--- config.mk ---
export PLATFORM = sky130hd
export DESIGN_NAME = fpu_issue_ctrl_flat
export DESIGN_NICKNAME = d
export VERILOG_FILES = /design/src/rtl/fpu_issue_ctrl_if.sv /design/src/rtl/fpu_issue_ctrl.sv /design/src/flat_wrapper.sv
export SDC_FILE = /design/constraint.sdc
export NUM_CORES = 1
export LEC_CHECK = 0
export CAP_MARGIN = 20
export CORE_UTILIZATION = 45
export CTS_BUF_LIST = sky130_fd_sc_hd__clkbuf_4 sky130_fd_sc_hd__clkbuf_8
export DETAILED_ROUTE_END_ITERATION = 12
export PLACE_DENSITY = 0.71
export SLEW_MARGIN = 20
export SYNTH_ARGS = -nofsm -noshare
export SYNTH_HDL_FRONTEND = slang
export SYNTH_SLANG_ARGS = --single-unit
--- constraint.sdc ---
create_clock -name ck -period 9.9 [get_ports ck]
set_input_delay 0.99 -clock ck [delete_from_list [all_inputs] [get_ports ck]]
set_output_delay 0.99 -clock ck [all_outputs]
set_load 0.05 [all_outputs]
--- src/rtl/fpu_issue_ctrl_if.sv ---
// Handshake bundle between the requester, the issue controller and the FPU.
// The slave modport is the controller's view; master is the surrounding environment.
interface fpu_issue_ctrl_if #(
    parameter int X_ID_WIDTH = 4
);
    logic                  in_valid;
    logic                  in_ready;
    logic [31:0]           in_instr;
    logic [X_ID_WIDTH-1:0] in_id;
    logic                  enable;
    logic [31:0]           instruction;
    logic [X_ID_WIDTH-1:0] id;
    logic                  fpu_ready;
    logic                  wb_valid;
    logic [X_ID_WIDTH-1:0] wb_id;

    modport master (
        output in_valid, in_instr, in_id, fpu_ready, wb_valid, wb_id,
        input  in_ready, enable, instruction, id
    );

    modport slave (
        input  in_valid, in_instr, in_id, fpu_ready, wb_valid, wb_id,
        output in_ready, enable, instruction, id
    );
endinterface

--- src/rtl/fpu_issue_ctrl.sv ---
// FP issue controller: decodes FLW/FSW/OP-FP, tracks in-flight instructions in a
// small scoreboard, blocks RAW/WAW/duplicate-ID hazards and registers the issue to the FPU.
module fpu_issue_ctrl #(
    parameter int NUM_REGS        = 32,
    parameter int PIPELINE_STAGES = 4,
    parameter int X_ID_WIDTH      = 4
) (
    input  logic                                   ck,
    input  logic                                   rst,
    fpu_issue_ctrl_if.slave                        bus,
    output logic [$clog2(PIPELINE_STAGES+1)-1:0]   inflight_cnt,
    output logic                                   illegal,
    output logic                                   wb_err
);
    localparam int CW = $clog2(PIPELINE_STAGES + 1);
    localparam int RW = $clog2(NUM_REGS);
    localparam logic [CW-1:0] MAX_CNT = CW'(PIPELINE_STAGES);

    localparam logic [6:0] OP_FLW  = 7'b0000111;
    localparam logic [6:0] OP_FSW  = 7'b0100111;
    localparam logic [6:0] OP_OPFP = 7'b1010011;

    logic [PIPELINE_STAGES-1:0] ent_valid;
    logic [PIPELINE_STAGES-1:0] ent_wfp;
    logic [X_ID_WIDTH-1:0]      ent_id [PIPELINE_STAGES];
    logic [RW-1:0]              ent_rd [PIPELINE_STAGES];

    logic                  enable_q;
    logic [31:0]           instruction_q;
    logic [X_ID_WIDTH-1:0] id_q;

    logic [6:0]    opcode;
    logic [RW-1:0] rd, rs1, rs2;
    logic          is_flw, is_fsw, is_opfp, legal;
    logic          reads_rs1, reads_rs2, writes_rd;

    assign opcode    = bus.in_instr[6:0];
    assign rd        = bus.in_instr[7 +: RW];
    assign rs1       = bus.in_instr[15 +: RW];
    assign rs2       = bus.in_instr[20 +: RW];
    assign is_flw    = (opcode == OP_FLW);
    assign is_fsw    = (opcode == OP_FSW);
    assign is_opfp   = (opcode == OP_OPFP);
    assign legal     = is_flw || is_fsw || is_opfp;
    assign reads_rs1 = is_opfp;
    assign reads_rs2 = is_fsw || is_opfp;
    assign writes_rd = is_flw || is_opfp;

    logic                       hazard;
    logic                       full;
    logic                       in_ready_c;
    logic                       accept;
    logic                       do_alloc;
    logic                       do_free;
    logic                       wb_match;
    logic                       slot_found;
    logic [PIPELINE_STAGES-1:0] alloc_oh;
    logic [PIPELINE_STAGES-1:0] free_oh;

    // All hazard/full terms look only at registered state, so a writeback
    // unblocks a dependent instruction one cycle later at the earliest.
    always_comb begin
        hazard     = 1'b0;
        alloc_oh   = '0;
        free_oh    = '0;
        slot_found = 1'b0;
        wb_match   = 1'b0;
        for (int i = 0; i < PIPELINE_STAGES; i++) begin
            if (ent_valid[i]) begin
                if (ent_id[i] == bus.in_id)
                    hazard = 1'b1;
                if (ent_wfp[i] && ((reads_rs1 && rs1 == ent_rd[i]) ||
                                   (reads_rs2 && rs2 == ent_rd[i]) ||
                                   (writes_rd && rd  == ent_rd[i])))
                    hazard = 1'b1;
                if (!wb_match && ent_id[i] == bus.wb_id) begin
                    free_oh[i] = 1'b1;
                    wb_match   = 1'b1;
                end
            end else if (!slot_found) begin
                alloc_oh[i] = 1'b1;
                slot_found  = 1'b1;
            end
        end
    end

    // Illegal opcodes are swallowed regardless of hazards or occupancy.
    assign full       = (inflight_cnt >= MAX_CNT);
    assign in_ready_c = !rst && (!enable_q || bus.fpu_ready) &&
                        (!legal || (!hazard && !full));
    assign accept     = bus.in_valid && in_ready_c;
    assign do_alloc   = accept && legal;
    assign do_free    = bus.wb_valid && wb_match;

    always_ff @(posedge ck) begin
        if (rst) begin
            ent_valid     <= '0;
            ent_wfp       <= '0;
            inflight_cnt  <= '0;
            enable_q      <= 1'b0;
            instruction_q <= '0;
            id_q          <= '0;
            illegal       <= 1'b0;
            wb_err        <= 1'b0;
        end else begin
            for (int i = 0; i < PIPELINE_STAGES; i++) begin
                if (do_alloc && alloc_oh[i]) begin
                    ent_valid[i] <= 1'b1;
                    ent_wfp[i]   <= writes_rd;
                    ent_id[i]    <= bus.in_id;
                    ent_rd[i]    <= rd;
                end else if (do_free && free_oh[i]) begin
                    ent_valid[i] <= 1'b0;
                end
            end

            case ({do_alloc, do_free})
                2'b10:   inflight_cnt <= inflight_cnt + CW'(1);
                2'b01:   inflight_cnt <= inflight_cnt - CW'(1);
                default: inflight_cnt <= inflight_cnt;
            endcase

            if (do_alloc) begin
                enable_q      <= 1'b1;
                instruction_q <= bus.in_instr;
                id_q          <= bus.in_id;
            end else if (enable_q && bus.fpu_ready) begin
                enable_q <= 1'b0;
            end

            illegal <= accept && !legal;
            wb_err  <= bus.wb_valid && !wb_match;
        end
    end

    assign bus.in_ready    = in_ready_c;
    assign bus.enable      = enable_q;
    assign bus.instruction = instruction_q;
    assign bus.id          = id_q;
endmodule

--- src/flat_wrapper.sv ---
// flat-port wrapper written by rule: the top's interface ports become plain ports
module fpu_issue_ctrl_flat 
#(
    parameter int NUM_REGS        = 32,
    parameter int PIPELINE_STAGES = 4,
    parameter int X_ID_WIDTH      = 4
)
  (ck, rst, inflight_cnt, illegal, wb_err, bus_in_valid, bus_in_instr, bus_in_id, bus_fpu_ready, bus_wb_valid, bus_wb_id, bus_in_ready, bus_enable, bus_instruction, bus_id);
  fpu_issue_ctrl_if #(.X_ID_WIDTH(X_ID_WIDTH)) bus_i ();
  input  logic ck;
  input  logic rst;
  output logic [$clog2(PIPELINE_STAGES+1)-1:0] inflight_cnt;
  output logic illegal;
  output logic wb_err;
  input wire logic [$bits(bus_i.in_valid)-1:0] bus_in_valid;
  input wire logic [$bits(bus_i.in_instr)-1:0] bus_in_instr;
  input wire logic [$bits(bus_i.in_id)-1:0] bus_in_id;
  input wire logic [$bits(bus_i.fpu_ready)-1:0] bus_fpu_ready;
  input wire logic [$bits(bus_i.wb_valid)-1:0] bus_wb_valid;
  input wire logic [$bits(bus_i.wb_id)-1:0] bus_wb_id;
  output wire logic [$bits(bus_i.in_ready)-1:0] bus_in_ready;
  output wire logic [$bits(bus_i.enable)-1:0] bus_enable;
  output wire logic [$bits(bus_i.instruction)-1:0] bus_instruction;
  output wire logic [$bits(bus_i.id)-1:0] bus_id;
  assign bus_i.in_valid = bus_in_valid;
  assign bus_i.in_instr = bus_in_instr;
  assign bus_i.in_id = bus_in_id;
  assign bus_i.fpu_ready = bus_fpu_ready;
  assign bus_i.wb_valid = bus_wb_valid;
  assign bus_i.wb_id = bus_wb_id;
  assign bus_in_ready = bus_i.in_ready;
  assign bus_enable = bus_i.enable;
  assign bus_instruction = bus_i.instruction;
  assign bus_id = bus_i.id;
  fpu_issue_ctrl #(.NUM_REGS(NUM_REGS), .PIPELINE_STAGES(PIPELINE_STAGES), .X_ID_WIDTH(X_ID_WIDTH)) u_core (.ck(ck), .rst(rst), .bus(bus_i), .inflight_cnt(inflight_cnt), .illegal(illegal), .wb_err(wb_err));
endmodule
==> results.cfg, run 1 <==
; implementation run metrics
[place]
place_worst_setup_slack_ns = 4.59
dp.final_hpwl_mm = 8.98
place_area_um2 = 5500

[timing]
slew_headroom_pct = 32.1
fin_crit_ns = 5.43
finalSetupViolCount = 0
rsz0062_at_grt = no
period_used_pct = 54.9
drv_slew = 0
finalHoldViolCount = 0
worst_pin_slew_ns = 1.01

[global_route]
grt_overflow = 0
grtUsageMet3_pct = 5.02
grtUsageMet1_pct = 33.3
grt_start_max_net_pins = 45
grt_use_total_pct = 24.7
antenna_found_initial = 0
grt_pass1_vias = 3717

[worst_setup_path]
worstSetupStartpointType = input port
crit_end = bus_in_ready
cp.arrival_ns = 4.44
worst_setup_path_end_kind = output port
r2r_end = u_core.inflight_cnt[2]
required_ns = 8.91
crit_path_cell_trace = clkdlybuf4s50_1 > and3b_1 > o21ai_1 > nor4_1 > a311o_1 > and4b_1 > buf_4 > a21oi_1 > nor3_1 > clkdlybuf4s50_1
critPathLaunch = bus_in_instr[6]
crit-reg2reg-launch = u_core.ent_rd[1][3]
cp_slowest_stage_delay_ns = 0.83
cp_slowest_cell = clkdlybuf4s50_1

[cells_and_area]
areaGrowthSynthToFinish_pct = 25.8
n_all_inverters = 7
signal_buffer_area_fraction_pct = 16.5
most-common-layout-cells = clkdlybuf4s50_1, xnor2_1, dfxtp_1
fin_nets = 562
seq_share_pct = 36.1
drive_above_1_share_pct = 7.12
n_fill_cell = 884
n_all_buffers = 95

[floorplanning]
die_h_um = 103
fp-utilization_pct = 46.7
nWellTaps = 133
die_x_um = 103
die_area_um2 = 10600

[clock_network]
root_buffer = clkbuf_8
cts_setup_buffers = 0
clock_latency_ns = 0.36
ctsResizeCount = 0
clkSinkCount = 86
htree_levels = 3
clkTransAtPathRegs_ns = 0.08

[detailed_routing]
ant_nets = 0
wl_per_cell_um = 19.4
drt_iter0_drc = 202
routed_wl_mm = 12.6
dr.max_layer_used = met4
first_pass_iters = 6
routedLengthMet1_mm = 5.49
wl_met2_mm = 6.10
wl_met3_um = 830
vias = 3905

[synthesis]
synthDominantCellAreaShare_pct = 23.6
async_reset_ff_share_pct = 0
fa_ha_area_share_pct = 0.710
synth-edff-count = 36
yosysTopAreaCell = edfxtp_1
synth_area_um2 = 4580
ys_warn_count = 0
most_common_cell = xnor2_1
synth_area_per_cell_um2 = 10.1
xor_share_pct = 18.0
ys_ff = 86
simple_gate_share_pct = 15.4
synth_cells = 454
common_cells = xnor2_1, dfxtp_1, nand4_1, xor2_1, a21oi_1
synth_seq_share_pct = 45.4
syn_nets = 501

[run]
warnings = 26
max_cap_violations = 0

[power_and_ir_drop]
fin_total_pwr_mw = 0.727
largestPowerGroup = sequential cells
clock_power_mw = 0.290
comb_power_share_pct = 9.2
p_clk_share_pct = 39.9
switchingPower_mw = 0.163
p_int_mw = 0.564
ir_drop_v = 0.0000963
p_seq_share_pct = 50.9
seq-power_mw = 0.370

[hold_path]
hp-start = u_core.bus.instruction[4]
min_path_type = register to register

[outcome]
status = finished, final reports clean
run 1: sequential cells by signal, summed over array words and instances (netlist names):
register,cells
u_core.ent_id,16
u_core.illegal,1
u_core.ent_valid,4
u_core.ent_rd,20
u_core.bus.id,4
u_core.ent_wfp,4
u_core.bus.instruction,32
u_core.bus.enable,1
u_core.wb_err,1
u_core.inflight_cnt,3
run 1: kinds of logic (layout without fill, tap and decap cells):
kind of cell / Yosys count / after routing
buffers and inverters: 52 / 118
and+or+nand+nor: 112 / 112
DFF: 86 / 86
xor gates and xnor gates: 94 / 94
adders and majority gates: 2 / 2
AOI/OAI and AO/OA: 108 / 108
run 1: through the flow:
stage | cells | util (%)
floorplan | 454 | -
global placement | 636 | 56.0
detailed placement | 636 | 56.0
CTS | 652 | 58.4
global route | 653 | 58.7
finish | 653 | 58.7
**Run 1: routed metal, one color a layer**

The bar under the picture is 20 um long.
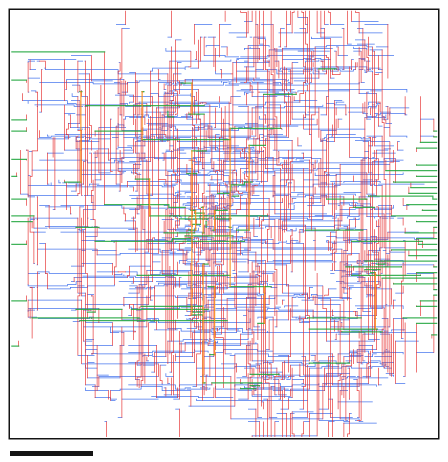
Key: green = metal 3 [wire length 831 um]; orange = metal 4 [wire length 231 um]; red = metal 2 [wire length 6100 um]; blue = metal 1 [wire length 5490 um]

**Run 1: met4 routing**

The bar under the picture is 20 um long.
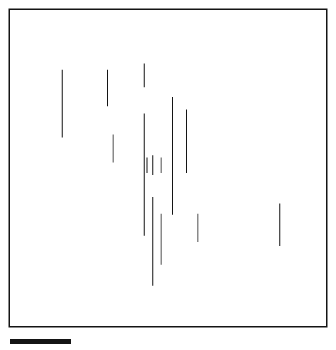
11 nets have wire on it. The layer holds 1.8% of the routed length.

**Run 1: cell placement**

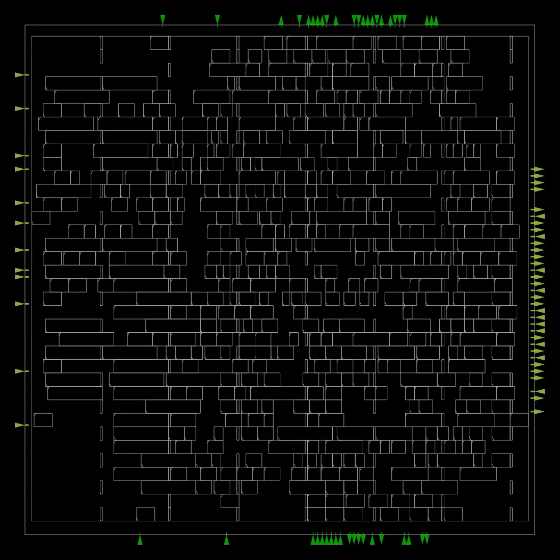
FP Rows: 36
flop count: 86

**Run 1: placed cells, one color a class**

The bar under the picture is 20 um long. Fill, decap, tap and diode cells in gray.
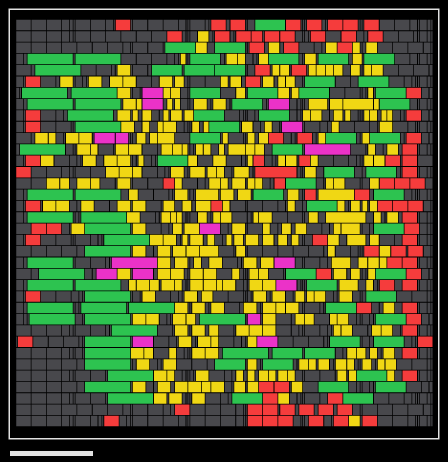
Key: magenta = clock drivers and dummy loads [cells 16]; yellow = combinational and other logic [cells 323]; green = flops [cells 86]; red = other buffers and delay cells [cells 95]

==> run 1 -> run 2 <==
- clock period: 9.9 -> 5.3 ns (I/O delays scaled with it)
**Run 2: met4 routing**

The bar under the picture is 20 um long.
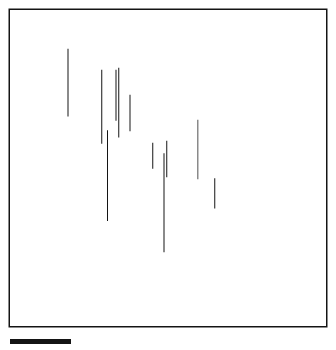
The layer carries 205 um of wire. The wires run mostly vertical.
final WL: 12.2 mm
DR vias: 3819

**Run 2: routed metal, one color a layer**

The bar under the picture is 20 um long.
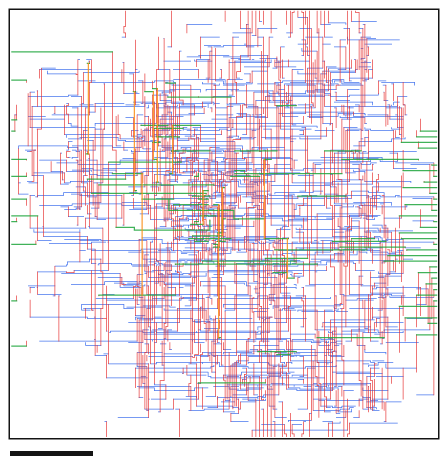
Key: red = metal 2 [wire length 5790 um]; blue = metal 1 [wire length 5400 um]; green = metal 3 [wire length 766 um]; orange = metal 4 [wire length 205 um]
mean routed wirelength per cell: 18.6 um
GRT Overall Usage: 24.2%

==> results.cfg, run 2 <==
; implementation run metrics
[timing]
slew_headroom_pct = 38.9
finalSetupViolCount = 0
rsz0062_at_grt = no
period_used_pct = 82.1
drv_slew = 0
finalHoldViolCount = 0
worst_pin_slew_ns = 0.912

[worst_setup_path]
crit_path_cell_trace = clkdlybuf4s50_1 > and4bb_1 > o211ai_1 > o32ai_1 > a311o_1 > and4b_1 > buf_4 > a21oi_1 > nor3_1 > clkdlybuf4s50_1
cp_slowest_cell = clkdlybuf4s50_1
cp_slowest_stage_delay_ns = 0.84
crit-reg2reg-launch = u_core.ent_rd[1][1]
cp.arrival_ns = 3.82
worst_setup_path_end_kind = output port
r2r_end = u_core.inflight_cnt[2]

[global_route]
grt_pass1_vias = 3762
antenna_found_initial = 0
grtUsageMet1_pct = 32.2
grt_overflow = 0
grt_start_max_net_pins = 45

[power_and_ir_drop]
p_seq_share_pct = 54.7
p_clk_share_pct = 35.5
ir_drop_v = 0.000138
seq-power_mw = 0.691
fin_total_pwr_mw = 1.26
comb_power_share_pct = 9.8
p_int_mw = 0.948

[cells_and_area]
drive_above_1_share_pct = 7.28
most-common-layout-cells = clkdlybuf4s50_1, xnor2_1, dfxtp_1
n_fill_cell = 869
areaGrowthSynthToFinish_pct = 24.5
largest_reg_flops = 32
stdcell_count = 655

[clock_network]
clkTransAtPathRegs_ns = 0.09
htree_levels = 3
ctsResizeCount = 0
clkSinkCount = 86
clock_latency_ns = 0.36

[detailed_routing]
first_pass_iters = 5
routedLengthMet1_mm = 5.40
drt_iter0_drc = 278
dr.max_layer_used = met4
ant_nets = 0

[hold_path]
min_path_type = register to register
hp-start = u_core.bus.instruction[25]

[synthesis]
synth_area_per_cell_um2 = 10.1
most_common_cell = xnor2_1
async_reset_ff_share_pct = 0
synth_seq_share_pct = 45.4
syn_nets = 501
common_cells = xnor2_1, dfxtp_1, nand4_1, xor2_1, a21oi_1
yosysTopAreaCell = edfxtp_1
synth_cells = 454
synthDominantCellAreaShare_pct = 23.6

[place]
dp.cells = 639
place_area_um2 = 5510

[run]
max_cap_violations = 0
warnings = 26

[outcome]
status = finished, final reports clean

[floorplanning]
fp-utilization_pct = 46.7
die_area_um2 = 10600
num_rows = 36
die_x_um = 103
==> run 2: cell counts after synthesis <==
Identical to the previous run, type by type.
==> run 2: area by class of cell <==
| class | instances | area, um2 | area share (%) |
|---|---|---|---|
| tap | 133 | 166 | 2.92 |
| clock buffer | 11 | 151 | 2.65 |
| timing repair buffer | 97 | 946 | 16.6 |
| multi-input combinational | 316 | 2290 | 40.2 |
| inverter | 7 | 26.3 | 0.461 |
| clock inverter | 5 | 41.3 | 0.724 |
| sequential | 86 | 2080 | 36.5 |
==> run 2: kinds of logic after synthesis <==
logic type	count (synthesis)	share of synthesized area, %
buffers and inverters	52	5.00
adder cells (fa/ha/maj)	2	0.710
AND-OR/OR-AND	108	15.5
AND/OR/NAND/NOR	112	15.4
flip-flops	86	45.4
XOR/XNOR	94	18.0
==> run 2 -> run 3 <==
- PLACE_DENSITY: 0.71 -> 0.74
- clock period: 5.3 -> 4 ns (I/O delays scaled with it)
**Run 3: placed cells, one color a class**

The bar under the picture is 20 um long. Fill, decap, tap and diode cells in gray.
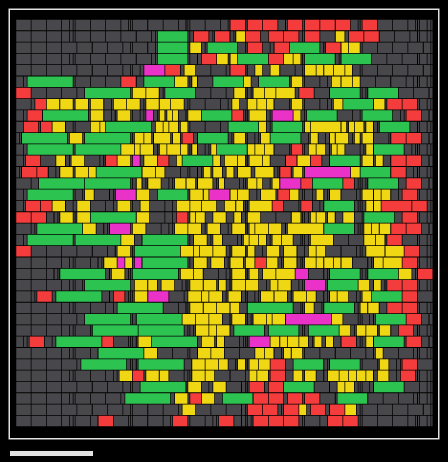
Key: green = flops [cells 86]; yellow = combinational and other logic [cells 323]; red = other buffers and delay cells [cells 110]; magenta = clock drivers and dummy loads [cells 16]
fraction of area in registers: 35.8%
post-layout util: 59.3%
Core ar.: 9820 um2
post-route cell area: 5820 um2

**Run 3: routed metal, one color a layer**

The bar under the picture is 20 um long.
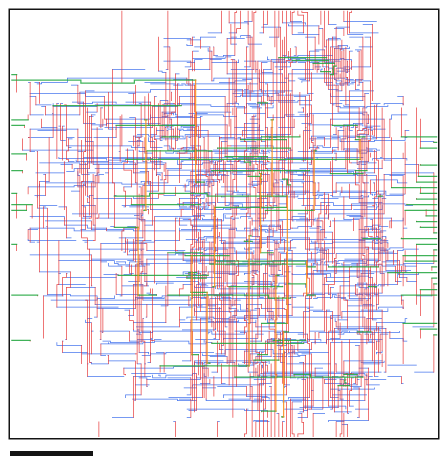
Key: red = metal 2 [wire length 5870 um]; green = metal 3 [wire length 875 um]; blue = metal 1 [wire length 5350 um]; orange = metal 4 [wire length 302 um]
final WL: 12.4 mm
mean routed wirelength per cell: 18.6 um

==> results.cfg, run 3 <==
; implementation run metrics
[synthesis]
syn_nets = 501
ys_warn_count = 0
top_logic_kind = XOR/XNOR gates
ys_sh_mux_pct = 0
synth_area_per_cell_um2 = 10.1
aoi_share_pct = 15.5
ys_cells = 454
synth_area_um2 = 4580
most_common_cell = xnor2_1
yosysTopAreaCell = edfxtp_1
simple_gate_share_pct = 15.4
synthDominantCellAreaShare_pct = 23.6
synth_seq_share_pct = 45.4
fa_ha_area_share_pct = 0.710
synth_cells = 454
common_cells = xnor2_1, dfxtp_1, nand4_1, xor2_1, a21oi_1
xor_share_pct = 18.0
async_reset_ff_share_pct = 0

[worst_setup_path]
crit_path_cell_trace = clkdlybuf4s50_1 > and4bb_1 > o211ai_1 > o32ai_1 > a311o_1 > and4b_1 > buf_4 > a21oi_1 > nor3_1 > buf_12
cp_slowest_cell = clkdlybuf4s50_1
crit-reg2reg-launch = u_core.ent_rd[1][2]
worstSetupStartpointType = input port
cp.arrival_ns = 3.28
worst_setup_path_end_kind = output port
cp_slowest_stage_delay_ns = 0.54
reg2reg_setup_slack_ns = 0.77
r2r_end = u_core.inflight_cnt[2]
critPathLaunch = bus_in_instr[5]
crit_end = bus_in_ready
required_ns = 3.60

[timing]
finalSetupViolCount = 0
rsz0062_at_grt = no
drv_slew = 0
slew_headroom_pct = 40.4
worst_pin_slew_ns = 0.895
finalHoldViolCount = 0
period_used_pct = 92.1
fin_crit_ns = 3.68

[floorplanning]
fp-utilization_pct = 46.7
num_rows = 36
nWellTaps = 133
die_x_um = 103
die_area_um2 = 10600

[global_route]
grt_use_total_pct = 24.4
grtUsageMet3_pct = 4.88
grt_start_max_net_pins = 43
antenna_found_initial = 0
grt_pass1_vias = 3776

[detailed_routing]
wl_met3_um = 874
dr.max_layer_used = met4
routedLengthMet1_mm = 5.35
vias = 3895
drt_iter0_drc = 200
via_per_inst = 5.83
ant_nets = 0
first_pass_iters = 4

[cells_and_area]
most-common-layout-cells = clkdlybuf4s50_1, xnor2_1, dfxtp_1
largest_reg_flops = 32
stdcell_count = 668
fin_nets = 577
comb_area_share_pct = 39.2
clock_buffers = 9
comb_cells = 316
register_area_um2 = 2080
ff_count = 86
n_fill_cell = 852
clock_area_share_pct = 3.65
logic_area_um2 = 2280
dominant-cell-class = multi-input combinational cells
n_all_buffers = 110
signal_buffer_area_fraction_pct = 18.1
drive_above_1_share_pct = 9.72

[power_and_ir_drop]
comb_power_share_pct = 10.0
p_int_mw = 1.35
fin_total_pwr_mw = 1.76
switchingPower_mw = 0.407
p_seq_share_pct = 52.2
p_clk_share_pct = 37.8
ir_drop_v = 0.000192

[clock_network]
clock_latency_ns = 0.36
ctsResizeCount = 0
cts_buffers = 9
root_buffer = clkbuf_8
htree_levels = 3
cts_hold_buf = 0
clkSinkCount = 86
cts_setup_buffers = 0

[hold_path]
min_path_type = register to register

[run]
max_cap_violations = 0
warnings = 26

[place]
place_area_um2 = 5610
place_worst_setup_slack_ns = 0.175
dp.final_hpwl_mm = 9.15

[outcome]
status = finished, final reports clean
run 3: cell types whose count changed in the layout (fill, tap and decap cells not counted), moves of 2 or more:
cell | before | now
clkinv_2 | 0 | 4
bufinv_16 | 0 | 2
inv_6 | 2 | 0
clkbuf_8 | 11 | 9
buf_4 | 10 | 23
clkinvlp_4 | 2 | 0
run 3: power groups by stage:
stage | sequential (mW) | combinational [mW] | clock (mW)
CTS | 0.916 | 0.175 | 0.674
global route | 0.916 | 0.187 | 0.703
finish | 0.916 | 0.176 | 0.664
global placement | 0.936 | 0.172 | 0
detailed placement | 0.936 | 0.174 | 0
floorplan | 0.944 | 0.0814 | 0
Power and IR drop assume default switching activity.
